--- src/rtl/ring_code_pkg.sv ---
// Shared types and helpers for the ring code reader: FSM states,
// width helpers derived from the ring geometry, and the cyclic rotate.
package ring_code_pkg;

    typedef enum logic [2:0] {
        IDLE  = 3'd0,
        FETCH = 3'd1,
        CALC  = 3'd2,
        REQ   = 3'd3,
        NORM  = 3'd4,
        DONE  = 3'd5
    } state_t;

    // Bits needed to index n items; never narrower than one bit.
    function automatic int width_of(input int n);
        return (n > 1) ? $clog2(n) : 1;
    endfunction

    // Offset-table index width (IDX_W).
    function automatic int idx_w(input int n_blk, input int n_dot);
        return width_of(n_blk * n_dot);
    endfunction

    // Block counter width (BLK_W).
    function automatic int blk_w(input int n_blk);
        return width_of(n_blk);
    endfunction

    // Dot counter width (DOT_W).
    function automatic int dot_w(input int n_dot);
        return width_of(n_dot);
    endfunction

    // Rotation index width (ROT_W).
    function automatic int rot_w(input int n_blk);
        return width_of(n_blk);
    endfunction

    // Rotate the low n bits of v left by k (0 <= k < n); bits above n are zero.
    function automatic logic [31:0] rotl(input logic [31:0] v, input int n, input int k);
        logic [31:0] r;
        r = '0;
        for (int i = 0; i < 32; i++) begin
            if (i < n) begin
                int j;
                j = i + k;
                if (j >= n) j = j - n;
                r[j] = v[i];
            end
        end
        return r;
    endfunction

endpackage

--- src/rtl/code_rot_norm.sv ---
// Minimum-cyclic-rotation search: one candidate rotation per cycle.
// start marks candidate 0; done is high in the cycle of the last candidate,
// where min_code/min_idx already include that candidate.
module code_rot_norm
    import ring_code_pkg::*;
#(
    parameter  int N_BLK = 16,
    localparam int ROT_W = rot_w(N_BLK)
) (
    input  logic             clk,
    input  logic             rst_n,
    input  logic             start,
    input  logic [N_BLK-1:0] code,
    output logic [N_BLK-1:0] min_code,
    output logic [ROT_W-1:0] min_idx,
    output logic             done
);

    logic [ROT_W-1:0] k, cur_k;
    logic [N_BLK-1:0] best, cand;
    logic [ROT_W-1:0] best_idx;
    logic             active, take;

    // Current candidate and running minimum; a tie keeps the earlier rotation.
    always_comb begin
        cur_k    = start ? '0 : k;
        cand     = N_BLK'(rotl(32'(code), N_BLK, int'(cur_k)));
        take     = start || (cand < best);
        min_code = take ? cand : best;
        min_idx  = take ? cur_k : best_idx;
        done     = (start || active) && (cur_k == ROT_W'(N_BLK - 1));
    end

    // Step through the rotations until the last one has been compared.
    always_ff @(posedge clk) begin
        if (!rst_n) begin
            k        <= '0;
            best     <= '0;
            best_idx <= '0;
            active   <= 1'b0;
        end else if (start || active) begin
            best     <= min_code;
            best_idx <= min_idx;
            k        <= cur_k + 1'b1;
            active   <= !done;
        end
    end

endmodule

--- src/rtl/ring_code_decoder.sv ---
// Circular code reader: walks N_BLK x N_DOT offsets around a ring centre,
// fetches pixels through the frame-store handshake, thresholds each block,
// skips samples outside the image, aborts on a silent frame store and
// reports the code in minimum-rotation form.
module ring_code_decoder
    import ring_code_pkg::*;
#(
    parameter  int N_BLK   = 16,
    parameter  int N_DOT   = 5,
    parameter  int THRESH  = 3,
    parameter  int CW      = 10,
    parameter  int OW      = 8,
    parameter  int IMG_W   = 640,
    parameter  int IMG_H   = 480,
    parameter  int TIMEOUT = 1023,
    localparam int IDX_W   = idx_w(N_BLK, N_DOT),
    localparam int ROT_W   = rot_w(N_BLK)
) (
    input  logic                 clk,
    input  logic                 rst_n,
    input  logic                 st_sign,
    input  logic [CW-1:0]        origin_x,
    input  logic [CW-1:0]        origin_y,
    output logic [IDX_W-1:0]     tab_addr,
    input  logic signed [OW-1:0] tab_dx,
    input  logic signed [OW-1:0] tab_dy,
    output logic                 pt_req,
    output logic [CW-1:0]        location_x,
    output logic [CW-1:0]        location_y,
    input  logic                 Ans_valid,
    input  logic                 pt_pixl_value,
    output logic                 busy,
    output logic [N_BLK-1:0]     raw_code,
    output logic [N_BLK-1:0]     codOUT,
    output logic [ROT_W-1:0]     rot_idx,
    output logic                 complete,
    output logic                 err_timeout
);

    localparam int BLK_W  = blk_w(N_BLK);
    localparam int DOT_W  = dot_w(N_DOT);
    localparam int CNT_W  = width_of(N_DOT + 1);
    localparam int WAIT_W = width_of(TIMEOUT);

    state_t             state, state_n;
    logic [CW-1:0]      ox, oy;
    logic [BLK_W-1:0]   blk;
    logic [DOT_W-1:0]   dot;
    logic [CNT_W-1:0]   cnt, cnt_new;
    logic [N_BLK-1:0]   code;
    logic [WAIT_W-1:0]  wait_cnt;
    logic signed [CW:0] sx, sy;
    logic               in_bnd, adv, px, tmo;
    logic               last_dot, last_smp;
    logic               norm_start, norm_done;
    logic [N_BLK-1:0]   min_code;
    logic [ROT_W-1:0]   min_idx;

    // Sample position one bit wider than the image so negatives are visible.
    assign sx = $signed({1'b0, ox}) + $signed({{(CW + 1 - OW){tab_dx[OW-1]}}, tab_dx});
    assign sy = $signed({1'b0, oy}) + $signed({{(CW + 1 - OW){tab_dy[OW-1]}}, tab_dy});
    assign in_bnd = !sx[CW] && !sy[CW] &&
                    (32'(sx[CW-1:0]) < IMG_W) && (32'(sy[CW-1:0]) < IMG_H);

    assign tab_addr = IDX_W'(int'(blk) * N_DOT + int'(dot));
    assign last_dot = (dot == DOT_W'(N_DOT - 1));
    assign last_smp = last_dot && (blk == BLK_W'(N_BLK - 1));
    assign cnt_new  = cnt + CNT_W'(px);

    assign pt_req   = (state == REQ);
    assign busy     = (state != IDLE);
    assign complete = (state == DONE);

    // State register.
    always_ff @(posedge clk) begin
        if (!rst_n) state <= IDLE;
        else        state <= state_n;
    end

    // Next state plus the advance / timeout strobes shared with the datapath.
    always_comb begin
        state_n = state;
        adv     = 1'b0;
        px      = 1'b0;
        tmo     = 1'b0;
        case (state)
            IDLE:  if (st_sign) state_n = FETCH;
            FETCH: state_n = CALC;
            CALC: begin
                if (in_bnd) state_n = REQ;
                else        adv     = 1'b1;   // off-image sample reads as white
            end
            REQ: begin
                if (Ans_valid) begin
                    adv = 1'b1;
                    px  = pt_pixl_value;
                end else if (wait_cnt == WAIT_W'(TIMEOUT - 1)) begin
                    tmo     = 1'b1;
                    state_n = DONE;
                end
            end
            NORM:  if (norm_done) state_n = DONE;
            DONE:  state_n = IDLE;
            default: state_n = IDLE;
        endcase
        if (adv) state_n = last_smp ? NORM : FETCH;
    end

    // Run context, sample walk, code assembly and result registers.
    always_ff @(posedge clk) begin
        if (!rst_n) begin
            ox          <= '0;
            oy          <= '0;
            blk         <= '0;
            dot         <= '0;
            cnt         <= '0;
            code        <= '0;
            wait_cnt    <= '0;
            location_x  <= '0;
            location_y  <= '0;
            norm_start  <= 1'b0;
            raw_code    <= '0;
            codOUT      <= '0;
            rot_idx     <= '0;
            err_timeout <= 1'b0;
        end else begin
            norm_start <= (state_n == NORM) && (state != NORM);
            if (state == IDLE && st_sign) begin
                ox   <= origin_x;
                oy   <= origin_y;
                blk  <= '0;
                dot  <= '0;
                cnt  <= '0;
                code <= '0;
            end
            if (state == CALC && in_bnd) begin
                location_x <= sx[CW-1:0];
                location_y <= sy[CW-1:0];
                wait_cnt   <= '0;
            end
            if (state == REQ && !Ans_valid) wait_cnt <= wait_cnt + 1'b1;
            if (adv) begin
                if (last_dot) begin
                    code <= {code[N_BLK-2:0], (32'(cnt_new) >= THRESH)};
                    cnt  <= '0;
                    dot  <= '0;
                    blk  <= last_smp ? '0 : blk + 1'b1;
                end else begin
                    cnt  <= cnt_new;
                    dot  <= dot + 1'b1;
                end
            end
            if (tmo) err_timeout <= 1'b1;
            if (state == NORM && norm_done) begin
                raw_code    <= code;
                codOUT      <= min_code;
                rot_idx     <= min_idx;
                err_timeout <= 1'b0;
            end
        end
    end

    code_rot_norm #(.N_BLK(N_BLK)) u_norm (
        .clk      (clk),
        .rst_n    (rst_n),
        .start    (norm_start),
        .code     (code),
        .min_code (min_code),
        .min_idx  (min_idx),
        .done     (norm_done)
    );

endmodule

--- config.mk ---
export PLATFORM = sky130hd
export DESIGN_NAME = ring_code_decoder
export DESIGN_NICKNAME = d
export VERILOG_FILES = /design/src/rtl/ring_code_pkg.sv /design/src/rtl/code_rot_norm.sv /design/src/rtl/ring_code_decoder.sv
export SDC_FILE = /design/constraint.sdc
export NUM_CORES = 1
export LEC_CHECK = 0
export CELL_PAD_IN_SITES_DETAIL_PLACEMENT = 0
export CELL_PAD_IN_SITES_GLOBAL_PLACEMENT = 1
export CORE_MARGIN = 2
export CORE_UTILIZATION = 47
export DETAILED_ROUTE_END_ITERATION = 10
export GPL_TIMING_DRIVEN = 0
export PLACE_DENSITY_LB_ADDON = 0.1
export SYNTH_ARGS = -nofsm -noshare
export SYNTH_HDL_FRONTEND = slang
export SYNTH_SLANG_ARGS = --single-unit
--- constraint.sdc ---
create_clock -name clk -period 15.2 [get_ports clk]
set_input_delay 3.04 -clock clk [delete_from_list [all_inputs] [get_ports clk]]
set_output_delay 3.04 -clock clk [all_outputs]
set_load 0.1 [all_outputs]
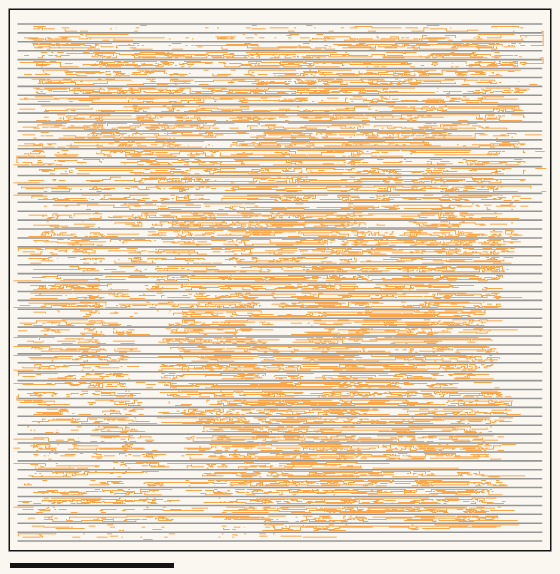
(run_1/met1.png)
The bar under the picture is 50 µm long. Supply wires on this layer in gray.
wire length on this layer = 21.5 mm
main direction = horizontal
share of all routed wire = 39%
nets with wire on the layer = 1776

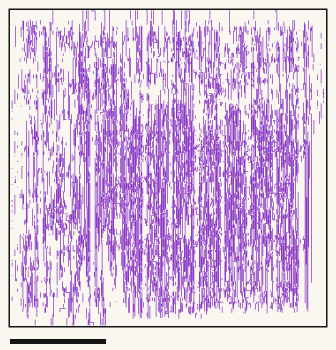
(run_1/met2.png)
The bar under the picture is 50 µm long.
wire length on this layer = 23.3 mm
longest straight run = 116 µm
nets with wire on the layer = 1544
main direction = vertical
share of all routed wire = 42%

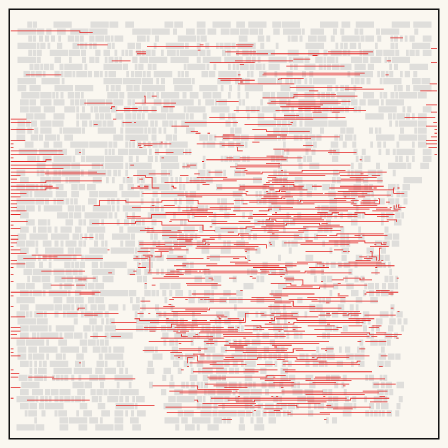
(run_1/met3.png)
main direction = horizontal
nets with wire on the layer = 349

==> run notes, run 1 <==
fresh numbers from the pnr run: status=finished clean, Yosys reg bits=142, Tot Pwr=908 µW, routed wire length on met3=7.01 mm, grt met2 use=60.4%, number of logic gates=1339, Most Crowded Layer GR=met2, Seq/total area=20.0%, Worst Setup Slack, final=5.69 ns, worst stage delay on the critical path=0.92 ns, clk root buf=clkbuf_16, top cells by area=dfxtp_1 23%, nand2_1 7.2%, ha_1 6.9%, CP max stage cell=a211oi_2, first-pass GRT wire length=82.2 mm, TritonCTS clock tree=yes, Max rail drop VDD=0.0630 mV, Total Routed Length=55.7 mm, Worst Setup Path Type=flop to flop, Worst Hold Depth=2, Initial DRC Count=1948, Boundary Pins=108, Mux area share=3.60%, Tightest Hold Check Type=flop to flop, XOR Share, Synth=1.58%, initial core utilization=48.1%, DRC viols=0, flip-flops=142, total core area=25300 µm², R2R depth=26, WP depth=26, floorplan net count=1776, Max power group=clock, Max Cap Violations=0, CP Capture Type=flop, register area share after synthesis=23.4%, area of placed instances=13600 µm², R2R Path End=codOUT[9], yosys synthesis chip area=12100 µm², top cells by count=234 x nand2_1, 142 x dfxtp_1, 134 x nor2_1, Final Util=56.3%, nets=1902, Port Buffers=107, CP Data Required Time=15.56 ns, crit path max fanout=10, switching part of the total=28.3%, GRT overflow=0, cts bufs inserted=17, Post-Synth Adder-Cell Area=7.40%, Commonest Layout Cell=nand2_1, Comb power frac=10.5%, top cell category=logic gates, Avg Cell Area, Syn=7.29 µm², Finished Layout Cells=2135, min Tclk post-route=9.51 ns, Area growth syn-to-layout=17.1%, crit path from=norm_start, Row Count=58, clock network area share=4.13%, Internal=651 µW, yosys cell count=1665, Final Max Tran Viols=0, asr flop ratio synth=0%, yosys warning tally=0, Final GP Congestion=1.10, GR met1 Demand/Resource=51.2%, Worst-path clk slew=0.07 ns, unrepaired setup endpoints after global routing=no, M3 GR Usage=12.2%, Final Hold Fails=0, setup TNS=0 ns, Non-clk bufs=243, Synth Flop Type=dfxtp_1, Post-DRT Antenna Nets=0, drt wl/cell=26.1 µm, # hold bufs at CTS=0, clk sink count=142, Layout clock buffers=18, number of global-route vias before repair=13500, Signal inverters=48, First-pass DRT Iterations=7, hold endpoint=location_y[9]
==> inputs of run 2 (changes only) <==
--- a/config.mk
+++ b/config.mk
@@ -8,7 +8,7 @@
 export CELL_PAD_IN_SITES_DETAIL_PLACEMENT = 0
 export CELL_PAD_IN_SITES_GLOBAL_PLACEMENT = 1
 export CORE_MARGIN = 2
-export CORE_UTILIZATION = 47
+export CORE_UTILIZATION = 39
 export DETAILED_ROUTE_END_ITERATION = 10
 export GPL_TIMING_DRIVEN = 0
 export PLACE_DENSITY_LB_ADDON = 0.1
==> constraint.sdc (replaced) <==
create_clock -name clk -period 7.8 [get_ports clk]
set_input_delay 1.56 -clock clk [delete_from_list [all_inputs] [get_ports clk]]
set_output_delay 1.56 -clock clk [all_outputs]
set_load 0.1 [all_outputs]
==> run 2 against run 1 <==
Against the previous run: synthesized cell count unchanged; critical path depth unchanged; sequential cell count unchanged; setup slack worse by 5.5 ns; sequential share of layout area down 0.46 points; clock skew up 0.0033 ns; die area up 20%; routed wire length up 6.4%; critical path type unchanged; highest routed layer unchanged.
==> run notes, run 2 <==
fresh numbers from the pnr run: status=finished clean, flip-flops=142, setup TNS=0 ns, crit path max fanout=10, total core area=30600 µm², clock network area share=3.93%, Most Crowded Layer GR=met2, Tightest Hold Check Type=flop to flop, Signal inverters=48, clk sink count=142, grt met2 use=52.8%, # hold bufs at CTS=0, XOR Share, Synth=1.58%, Internal=1260 µW, Row Count=64, Max rail drop VDD=0.153 mV, yosys warning tally=0, Mux area share=3.60%, WP depth=26, clk root buf=clkbuf_16, Seq/total area=19.5%, GRT overflow=0, Max power group=clock, asr flop ratio synth=0%, min Tclk post-route=7.61 ns, R2R depth=26, CP Capture Type=flop, worst stage delay on the critical path=0.59 ns, Yosys reg bits=142, Worst Setup Slack, final=0.193 ns, register area share after synthesis=23.4%, initial core utilization=39.7%, Post-DRT Antenna Nets=0, M3 GR Usage=10.9%, routed wire length on met3=6.61 mm, drt wl/cell=26.8 µm, Port Buffers=107, Tot Pwr=1740 µW, first-pass GRT wire length=87.5 mm, cts bufs inserted=17
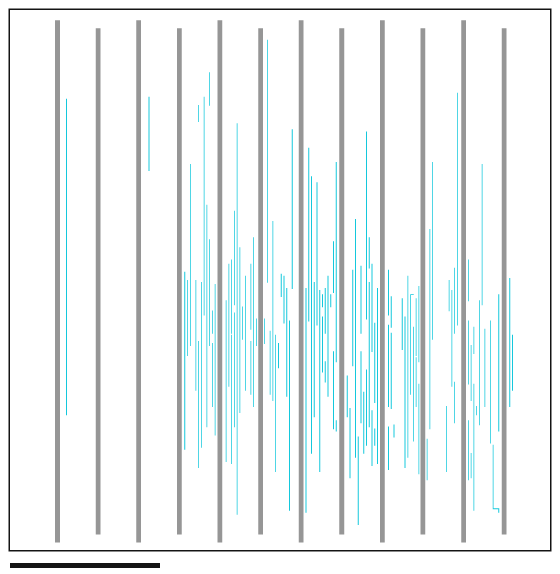
(run_2/met4.png)
The bar under the picture is 50 µm long. Supply wires on this layer in gray.
main direction = vertical
longest straight run = 131 µm

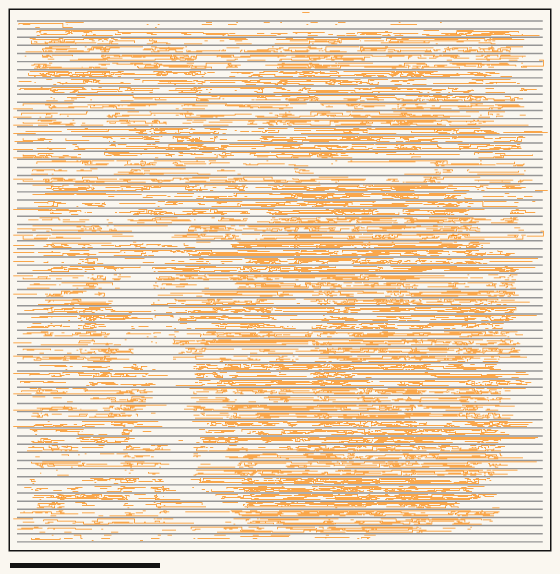
(run_2/met1.png)
The bar under the picture is 50 µm long. Supply wires on this layer in gray.
main direction = horizontal
wire length on this layer = 24.1 mm
longest straight run = 75.9 µm
share of all routed wire = 41%

Power figures rest on the tool's default switching activity, not on a simulated workload.
